File: src/rtl/rx_frame_if.sv
// RX framing stream bundle: deskewed DW beats in, framed packet beats and error status out.
interface rx_frame_if #(
  parameter int SYMBOL_WIDTH  = 8,
  parameter int ERR_CNT_WIDTH = 8
);
  logic                       i_sds;
  logic                       i_valid;
  logic [0:4*SYMBOL_WIDTH-1]  i_data;
  logic                       o_valid;
  logic [0:4*SYMBOL_WIDTH-1]  o_data;
  logic                       o_type;
  logic                       o_sop;
  logic                       o_eop;
  logic                       o_frame_err;
  logic [2:0]                 o_err_code;
  logic [ERR_CNT_WIDTH-1:0]   o_err_cnt;
  logic                       o_eds_seen;

  modport master (
    output i_sds, i_valid, i_data,
    input  o_valid, o_data, o_type, o_sop, o_eop,
           o_frame_err, o_err_code, o_err_cnt, o_eds_seen
  );

  modport slave (
    input  i_sds, i_valid, i_data,
    output o_valid, o_data, o_type, o_sop, o_eop,
           o_frame_err, o_err_code, o_err_cnt, o_eds_seen
  );
endinterface

File: src/rtl/rx_frame_tracker.sv
// Token-boundary framing tracker: decodes STP/SDP/IDL/EDS, tracks TLP extent, flags framing errors.
module rx_frame_tracker #(
  parameter int SYMBOL_WIDTH  = 8,
  parameter int LEN_WIDTH     = 11,
  parameter int MIN_TLP_DW    = 5,
  parameter int MAX_TLP_DW    = 1031,
  parameter int ERR_CNT_WIDTH = 8
) (
  input  logic        i_clk,
  input  logic        i_rst,
  rx_frame_if.slave   bus
);
  typedef enum logic [1:0] {WAIT_SDS, SCAN, TLP, DLLP} state_t;

  localparam logic [2:0] ERR_TOKEN = 3'd1;
  localparam logic [2:0] ERR_CRC   = 3'd2;
  localparam logic [2:0] ERR_LEN   = 3'd3;
  localparam logic [2:0] ERR_TRUNC = 3'd4;

  state_t               state, state_nxt;
  logic [LEN_WIDTH-1:0] rem, rem_nxt;

  logic [SYMBOL_WIDTH-1:0] s0, s1, s2, s3;
  assign s0 = bus.i_data[0*SYMBOL_WIDTH +: SYMBOL_WIDTH];
  assign s1 = bus.i_data[1*SYMBOL_WIDTH +: SYMBOL_WIDTH];
  assign s2 = bus.i_data[2*SYMBOL_WIDTH +: SYMBOL_WIDTH];
  assign s3 = bus.i_data[3*SYMBOL_WIDTH +: SYMBOL_WIDTH];

  logic [10:0] stp_len;
  logic [3:0]  calc;
  logic        is_stp, is_sdp, is_idl, is_eds, crc_ok, len_ok;

  assign stp_len = {s1[6:0], s0[7:4]};
  assign calc[0] = stp_len[0] ^ stp_len[1] ^ stp_len[2] ^ stp_len[4] ^ stp_len[6] ^ stp_len[7] ^ stp_len[10];
  assign calc[1] = stp_len[2] ^ stp_len[3] ^ stp_len[4] ^ stp_len[5] ^ stp_len[7] ^ stp_len[9] ^ stp_len[10];
  assign calc[2] = stp_len[1] ^ stp_len[2] ^ stp_len[3] ^ stp_len[4] ^ stp_len[6] ^ stp_len[8] ^ stp_len[9];
  assign calc[3] = stp_len[0] ^ stp_len[1] ^ stp_len[2] ^ stp_len[3] ^ stp_len[5] ^ stp_len[7] ^ stp_len[8];
  assign crc_ok  = (s2[7:4] == calc) && (s1[7] == ((^stp_len) ^ (^calc)));
  assign len_ok  = (int'(stp_len) >= MIN_TLP_DW) && (int'(stp_len) <= MAX_TLP_DW);

  // EDS also carries a 4'hF low nibble in s0, so it must win over the STP header match.
  assign is_eds = (s0 == 8'h1F) && (s1 == 8'h80) && (s2 == 8'h90) && (s3 == 8'h00);
  assign is_sdp = (s0 == 8'hF0) && (s1 == 8'hAC);
  assign is_idl = (s0 == 8'h00) && (s1 == 8'h00) && (s2 == 8'h00) && (s3 == 8'h00);
  assign is_stp = (s0[3:0] == 4'hF);

  logic       valid_nxt, type_nxt, sop_nxt, eop_nxt, err_nxt, eds_nxt;
  logic [2:0] code_nxt;

  always_comb begin
    state_nxt = state;
    rem_nxt   = rem;
    valid_nxt = 1'b0;
    type_nxt  = 1'b0;
    sop_nxt   = 1'b0;
    eop_nxt   = 1'b0;
    err_nxt   = 1'b0;
    eds_nxt   = 1'b0;
    code_nxt  = bus.o_err_code;
    unique case (state)
      WAIT_SDS: if (bus.i_sds) state_nxt = SCAN;
      SCAN: begin
        // A concurrent i_sds discards the beat; otherwise it is a no-op here.
        if (!bus.i_sds && bus.i_valid) begin
          if (is_eds) begin
            eds_nxt   = 1'b1;
            state_nxt = WAIT_SDS;
          end else if (is_sdp) begin
            valid_nxt = 1'b1;
            type_nxt  = 1'b1;
            sop_nxt   = 1'b1;
            state_nxt = DLLP;
          end else if (is_stp) begin
            if (!crc_ok) begin
              err_nxt  = 1'b1;
              code_nxt = ERR_CRC;
            end else if (!len_ok) begin
              err_nxt  = 1'b1;
              code_nxt = ERR_LEN;
            end else begin
              valid_nxt = 1'b1;
              sop_nxt   = 1'b1;
              rem_nxt   = LEN_WIDTH'(stp_len - 11'd1);
              state_nxt = TLP;
            end
          end else if (!is_idl) begin
            err_nxt  = 1'b1;
            code_nxt = ERR_TOKEN;
          end
          if (err_nxt) state_nxt = WAIT_SDS;
        end
      end
      TLP, DLLP: begin
        type_nxt = (state == DLLP);
        if (bus.i_sds) begin
          // Truncated packet: close it with a data-less eop and resume scanning.
          err_nxt   = 1'b1;
          code_nxt  = ERR_TRUNC;
          eop_nxt   = 1'b1;
          state_nxt = SCAN;
        end else if (bus.i_valid) begin
          valid_nxt = 1'b1;
          if (state == DLLP) begin
            eop_nxt   = 1'b1;
            state_nxt = SCAN;
          end else begin
            rem_nxt = rem - LEN_WIDTH'(1);
            if (rem == LEN_WIDTH'(1)) begin
              eop_nxt   = 1'b1;
              state_nxt = SCAN;
            end
          end
        end
      end
      default: state_nxt = WAIT_SDS;
    endcase
  end

  always_ff @(posedge i_clk) begin
    if (i_rst) begin
      state           <= WAIT_SDS;
      rem             <= '0;
      bus.o_valid     <= 1'b0;
      bus.o_data      <= '0;
      bus.o_type      <= 1'b0;
      bus.o_sop       <= 1'b0;
      bus.o_eop       <= 1'b0;
      bus.o_frame_err <= 1'b0;
      bus.o_err_code  <= '0;
      bus.o_err_cnt   <= '0;
      bus.o_eds_seen  <= 1'b0;
    end else begin
      state           <= state_nxt;
      rem             <= rem_nxt;
      bus.o_valid     <= valid_nxt;
      bus.o_type      <= type_nxt;
      bus.o_sop       <= sop_nxt;
      bus.o_eop       <= eop_nxt;
      bus.o_frame_err <= err_nxt;
      bus.o_err_code  <= code_nxt;
      bus.o_eds_seen  <= eds_nxt;
      if (bus.i_valid) bus.o_data <= bus.i_data;
      if (err_nxt && !(&bus.o_err_cnt)) bus.o_err_cnt <= bus.o_err_cnt + ERR_CNT_WIDTH'(1);
    end
  end
endmodule
File: src/flat_wrapper.sv
// flat-port wrapper written by rule: the top's interface ports become plain ports
module rx_frame_tracker_flat 
#(
  parameter int SYMBOL_WIDTH  = 8,
  parameter int LEN_WIDTH     = 11,
  parameter int MIN_TLP_DW    = 5,
  parameter int MAX_TLP_DW    = 1031,
  parameter int ERR_CNT_WIDTH = 8
)
  (i_clk, i_rst, bus_i_sds, bus_i_valid, bus_i_data, bus_o_valid, bus_o_data, bus_o_type, bus_o_sop, bus_o_eop, bus_o_frame_err, bus_o_err_code, bus_o_err_cnt, bus_o_eds_seen);
  rx_frame_if #(.SYMBOL_WIDTH(SYMBOL_WIDTH), .ERR_CNT_WIDTH(ERR_CNT_WIDTH)) bus_i ();
  input  logic i_clk;
  input  logic i_rst;
  input wire logic [$bits(bus_i.i_sds)-1:0] bus_i_sds;
  input wire logic [$bits(bus_i.i_valid)-1:0] bus_i_valid;
  input wire logic [$bits(bus_i.i_data)-1:0] bus_i_data;
  output wire logic [$bits(bus_i.o_valid)-1:0] bus_o_valid;
  output wire logic [$bits(bus_i.o_data)-1:0] bus_o_data;
  output wire logic [$bits(bus_i.o_type)-1:0] bus_o_type;
  output wire logic [$bits(bus_i.o_sop)-1:0] bus_o_sop;
  output wire logic [$bits(bus_i.o_eop)-1:0] bus_o_eop;
  output wire logic [$bits(bus_i.o_frame_err)-1:0] bus_o_frame_err;
  output wire logic [$bits(bus_i.o_err_code)-1:0] bus_o_err_code;
  output wire logic [$bits(bus_i.o_err_cnt)-1:0] bus_o_err_cnt;
  output wire logic [$bits(bus_i.o_eds_seen)-1:0] bus_o_eds_seen;
  assign bus_i.i_sds = bus_i_sds;
  assign bus_i.i_valid = bus_i_valid;
  assign bus_i.i_data = bus_i_data;
  assign bus_o_valid = bus_i.o_valid;
  assign bus_o_data = bus_i.o_data;
  assign bus_o_type = bus_i.o_type;
  assign bus_o_sop = bus_i.o_sop;
  assign bus_o_eop = bus_i.o_eop;
  assign bus_o_frame_err = bus_i.o_frame_err;
  assign bus_o_err_code = bus_i.o_err_code;
  assign bus_o_err_cnt = bus_i.o_err_cnt;
  assign bus_o_eds_seen = bus_i.o_eds_seen;
  rx_frame_tracker #(.SYMBOL_WIDTH(SYMBOL_WIDTH), .LEN_WIDTH(LEN_WIDTH), .MIN_TLP_DW(MIN_TLP_DW), .MAX_TLP_DW(MAX_TLP_DW), .ERR_CNT_WIDTH(ERR_CNT_WIDTH)) u_core (.i_clk(i_clk), .i_rst(i_rst), .bus(bus_i));
endmodule
File: config.mk
export PLATFORM = sky130hd
export DESIGN_NAME = rx_frame_tracker_flat
export DESIGN_NICKNAME = d
export VERILOG_FILES = /design/src/rtl/rx_frame_if.sv /design/src/rtl/rx_frame_tracker.sv /design/src/flat_wrapper.sv
export SDC_FILE = /design/constraint.sdc
export NUM_CORES = 1
export LEC_CHECK = 0
export CAP_MARGIN = 20
export CORE_MARGIN = 5
export CORE_UTILIZATION = 50
export DETAILED_ROUTE_END_ITERATION = 10
export GPL_TIMING_DRIVEN = 0
export PLACE_DENSITY = 0.86
export SLEW_MARGIN = 0
export SYNTH_ARGS = -nofsm -noshare
export SYNTH_HDL_FRONTEND = slang
export SYNTH_SLANG_ARGS = --single-unit
File: constraint.sdc
create_clock -name i_clk -period 3.7 [get_ports i_clk]
set_input_delay 0.74 -clock i_clk [delete_from_list [all_inputs] [get_ports i_clk]]
set_output_delay 0.74 -clock i_clk [all_outputs]
set_load 0.03 [all_outputs]
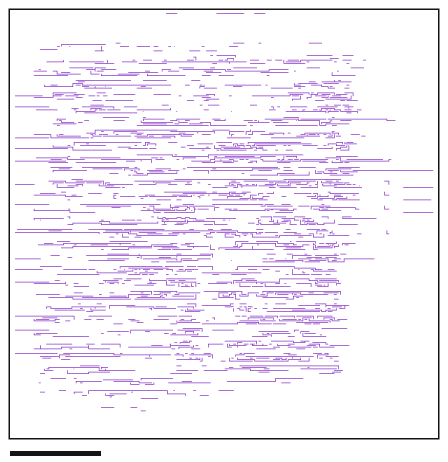
Fig. 1. M1 wires (run 1).
Scale bar: 20 um.
longest straight run: 29.0 um
nets with wire on the layer: 496
wire length on this layer: 4040 um
main direction: horizontal

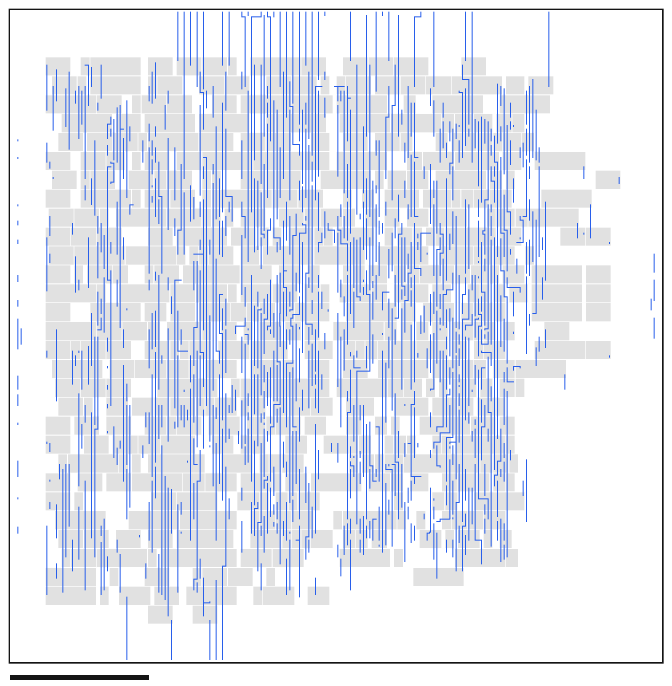
Fig. 2. Met2 routing (run 1).
Scale bar: 20 um. Cells faint in the background.
share of all routed wire: 49%
nets with wire on the layer: 475
via count: 3449
drt total wl: 10100 um

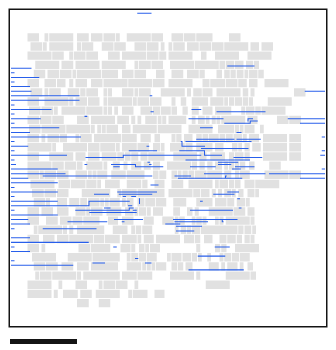
Fig. 3. The metal 3 layer (run 1).
Scale bar: 20 um. Cells faint in the background.
wire length on this layer: 915 um
nets with wire on the layer: 98

==> qor.rpt, run 1 <==
======================================================================================
Post-detailed-route DRC marker count                                                 0
Maximum number of pins on one net before global-route repair                        12
Cell with the most instances after synthesis                              sky130_fd_sc_hd__dfxtp_1
Top-Level Pins                                                                      85
Reported sequential group power                                             0.000703 W
Count of distinct cell types in the synthesized netlist                             52
Number of cells in Yosys stat                                                      399
Placed cell areas                                                          0.00444 mm2
Setup violators final                                                                0
Result of the run                                                            completed
CP peak stage delay                                                             550 ps
Setup bufs post-CTS                                                                  0
Final-layout worst hold slack                                                   471 ps
Path category of the worst min-delay check                                  reg -> reg
Vias in the first global route                                                    3477
Clock Pin Slew Worst Setup and Hold Paths                                        70 ps
Clock network fraction of total power                                            0.394
FA/HA/MAJ Cells, Area Fraction                                                  0.0713
Wire length on met3                                                             915 um
Combinational power                                                         0.000354 W
Grt met1 use                                                                     0.281
Net switching fraction of the power                                              0.273
Seq pwr share                                                                    0.403
Comb pwr share                                                                   0.203
Register with the highest flop count                                      u_core.bus.o_data
Number of multi-input combinational cells in the layout                            295
Die H                                                                          93.8 um
Routed wirelength normalized by instance count                                 17.1 um
Critical-path cell list                                                   clkdlybuf4s50_1, inv_1, ha_2, xor2_1, xnor2_1, or3_1, a211oi_2, and3_1, clkbuf_4, o21ai_0, a32o_1
Met2 layer wire length in the routed design                                    4950 um
Type of origin of the critical path                                       primary input
Worst hold path stage count                                                          2
Fin Setup TNS                                                                     0 ps
Buffers added on ports                                                              81
Count of filler cells inserted in the layout                                       528
Power spent charging and discharging nets                                   0.000476 W
Count of mapped cells out of synthesis                                             399
Chip area                                                                  0.00880 mm2
Core Footprint                                                             0.00683 mm2
Number of tap cells added at floorplan                                              96
Layout buffering overhead excluding clock cells                                  0.196
Count of flip-flops and latches                                                     62
Worst vdd ir                                                                    266 uV
Number of cell instances on the worst register-to-register path                      5
Arrival time at the worst endpoint                                             3810 ps
Area taken by multi-input logic gates                                      0.00212 mm2
Fraction of final layout cells with drive strength greater than 1               0.0582
Combined flip-flop and latch cell area                                     0.00124 mm2
Tot GR Track Use                                                                 0.229
Fp util                                                                          0.514
Primary FF master, synth                                                  sky130_fd_sc_hd__dfxtp_1
Width of the chip                                                              93.8 um
Main logic family after synthesis                                         simple AND/OR/NAND/NOR gates
Endpoint kind of the worst setup timing path                                  register
Met2 GRT Util                                                                    0.383
Clock tree from TritonCTS                                                          yes
Number of detailed-routing iterations run before antenna repair                      5
Dominant logic cell type in the layout                                    sky130_fd_sc_hd__clkdlybuf4s50_1
Remaining max-slew budget at the tightest pin                                    0.257
Most frequent cells in the layout                                         sky130_fd_sc_hd__clkdlybuf4s50_1 (78), sky130_fd_sc_hd__dfxtp_1 (62), sky130_fd_sc_hd__nor2_1 (51), sky130_fd_sc_hd__mux2i_1 (35), sky130_fd_sc_hd__nand2_1 (23)
Count of max-cap constraint violations                                               0
Area of all placed cells without fillers                                   0.00471 mm2
Resize count post-CTS                                                                1
Synth Net Count                                                                    455
Commonest cells in the netlist                                            sky130_fd_sc_hd__dfxtp_1 (62), sky130_fd_sc_hd__nor2_1 (51), sky130_fd_sc_hd__mux2i_1 (35)
Flip-flop count of the largest register after layout                                32
Violation count after the first detailed-route iteration                           262
Area share of the largest cell type after synthesis                              0.354
Deepest clock path buffer count                                                      2
Number of standard cells in the final layout excluding fillers                     594
Clk Tree Root Cell                                                        sky130_fd_sc_hd__clkbuf_8
Overall power                                                                0.00174 W
Combined buffer and inverter count along the critical path                           3
P&R area growth vs syn                                                           34.2%
Number of hold buffers added after cts                                               0
Library cell contributing the largest single delay on the critical path   sky130_fd_sc_hd__clkdlybuf4s50_1
Maximum frequency from static timing analysis                                  279 MHz
Final Max-Slew Violation Tally                                                       0
Leading power group                                                          registers
Number of nets in the layout                                                       549
======================================================================================
==> inputs of run 2 (changes only) <==
==> constraint.sdc (replaced) <==
create_clock -name i_clk -period 3.7 [get_ports i_clk]
set_input_delay 0.74 -clock i_clk [delete_from_list [all_inputs] [get_ports i_clk]]
set_output_delay 0.74 -clock i_clk [all_outputs]
set_load 0.1 [all_outputs]
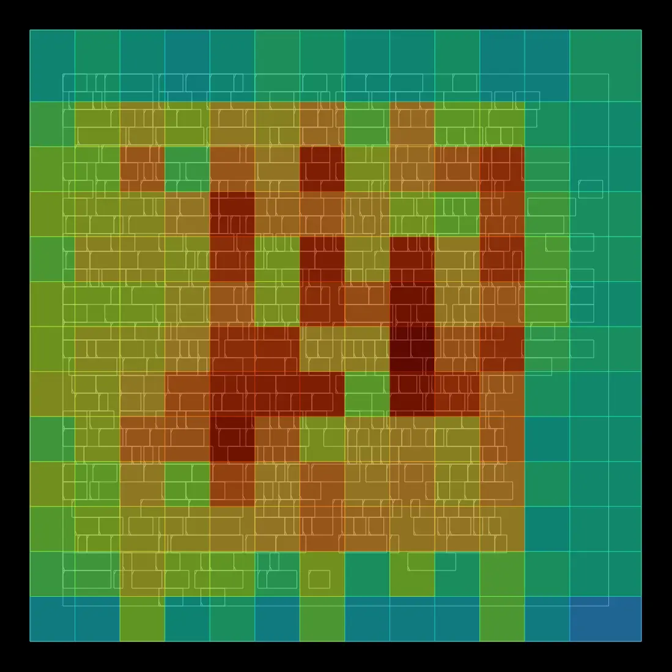
Fig. 4. Congestion heat map (run 2).
routed wirelength normalized by instance count: 17.1 um
grt met1 use: 0.281
Tot GR Track Use: 0.229
global routing usage on met3: 0.0609

==> qor.rpt, run 2 <==
======================================================================================
Number of multi-input combinational cells in the layout                            295
Clk Tree Root Cell                                                        sky130_fd_sc_hd__clkbuf_8
Routed met1 length                                                             4040 um
Violation count after the first detailed-route iteration                           262
Count of mapped cells out of synthesis                                             399
Maximum number of pins on one net before global-route repair                        12
Seq pwr share                                                                    0.378
Dominant logic cell type in the layout                                    sky130_fd_sc_hd__clkdlybuf4s50_1
Final-layout worst hold slack                                                   471 ps
Number of cells in Yosys stat                                                      399
Path category of the worst min-delay check                                  reg -> reg
Number of cell instances on the worst register-to-register path                      5
Commonest cells in the netlist                                            sky130_fd_sc_hd__dfxtp_1 (62), sky130_fd_sc_hd__nor2_1 (51), sky130_fd_sc_hd__mux2i_1 (35)
Count of max-cap constraint violations                                               0
FF-to-FF Start                                                            u_core.state[1]
P&R area growth vs syn                                                           34.2%
Fin Setup TNS                                                                     0 ps
Critical-path cell list                                                   clkdlybuf4s50_1, inv_1, ha_2, xor2_1, xnor2_1, or3_1, a211oi_2, and3_1, clkbuf_4, o21ai_0, a32o_1
Flip-flop count of the largest register after layout                                32
Library cell contributing the largest single delay on the critical path   sky130_fd_sc_hd__clkdlybuf4s50_1
Layout buffering overhead excluding clock cells                                  0.196
Deepest clock path buffer count                                                      2
FA/HA/MAJ Cells, Area Fraction                                                  0.0713
Worst hold path stage count                                                          2
Most frequent cells in the layout                                         sky130_fd_sc_hd__clkdlybuf4s50_1 (78), sky130_fd_sc_hd__dfxtp_1 (62), sky130_fd_sc_hd__nor2_1 (51), sky130_fd_sc_hd__mux2i_1 (35), sky130_fd_sc_hd__nand2_1 (23)
Count of flip-flops and latches                                                     62
Area taken by multi-input logic gates                                      0.00212 mm2
Reported sequential group power                                             0.000703 W
Via count                                                                         3449
Worst vdd ir                                                                    278 uV
Met2 GRT Util                                                                    0.383
Clock network fraction of total power                                            0.370
Fraction of final layout cells with drive strength greater than 1               0.0582
Setup violators final                                                                0
Combined flip-flop and latch cell area                                     0.00124 mm2
Leading power group                                                          registers
Primary FF master, synth                                                  sky130_fd_sc_hd__dfxtp_1
Remaining max-slew budget at the tightest pin                                    0.257
Type of origin of the critical path                                       primary input
Post-detailed-route DRC marker count                                                 0
Area of all placed cells without fillers                                   0.00471 mm2
Count of filler cells inserted in the layout                                       528
Endpoint kind of the worst setup timing path                                  register
Width of the chip                                                              93.8 um
Combined buffer and inverter count along the critical path                           3
Number of tap cells added at floorplan                                              96
Top-Level Pins                                                                      85
Result of the run                                                            completed
Buffers added on ports                                                              81
Register with the highest flop count                                      u_core.bus.o_data
Overall power                                                                0.00186 W
Clock tree from TritonCTS                                                          yes
Die H                                                                          93.8 um
Comb pwr share                                                                   0.252
Maximum frequency from static timing analysis                                  279 MHz
Met2 layer wire length in the routed design                                    4950 um
Number of hold buffers added after cts                                               0
Placed cell areas                                                          0.00444 mm2
Drt total wl                                                                  10100 um
Resize count post-CTS                                                                1
Combinational power                                                         0.000469 W
Area share of the largest cell type after synthesis                              0.354
Core Footprint                                                             0.00683 mm2
Number of detailed-routing iterations run before antenna repair                      5
Chip area                                                                  0.00880 mm2
Fp util                                                                          0.514
======================================================================================
No activity file was given, so power comes from the tool's default toggle rates.
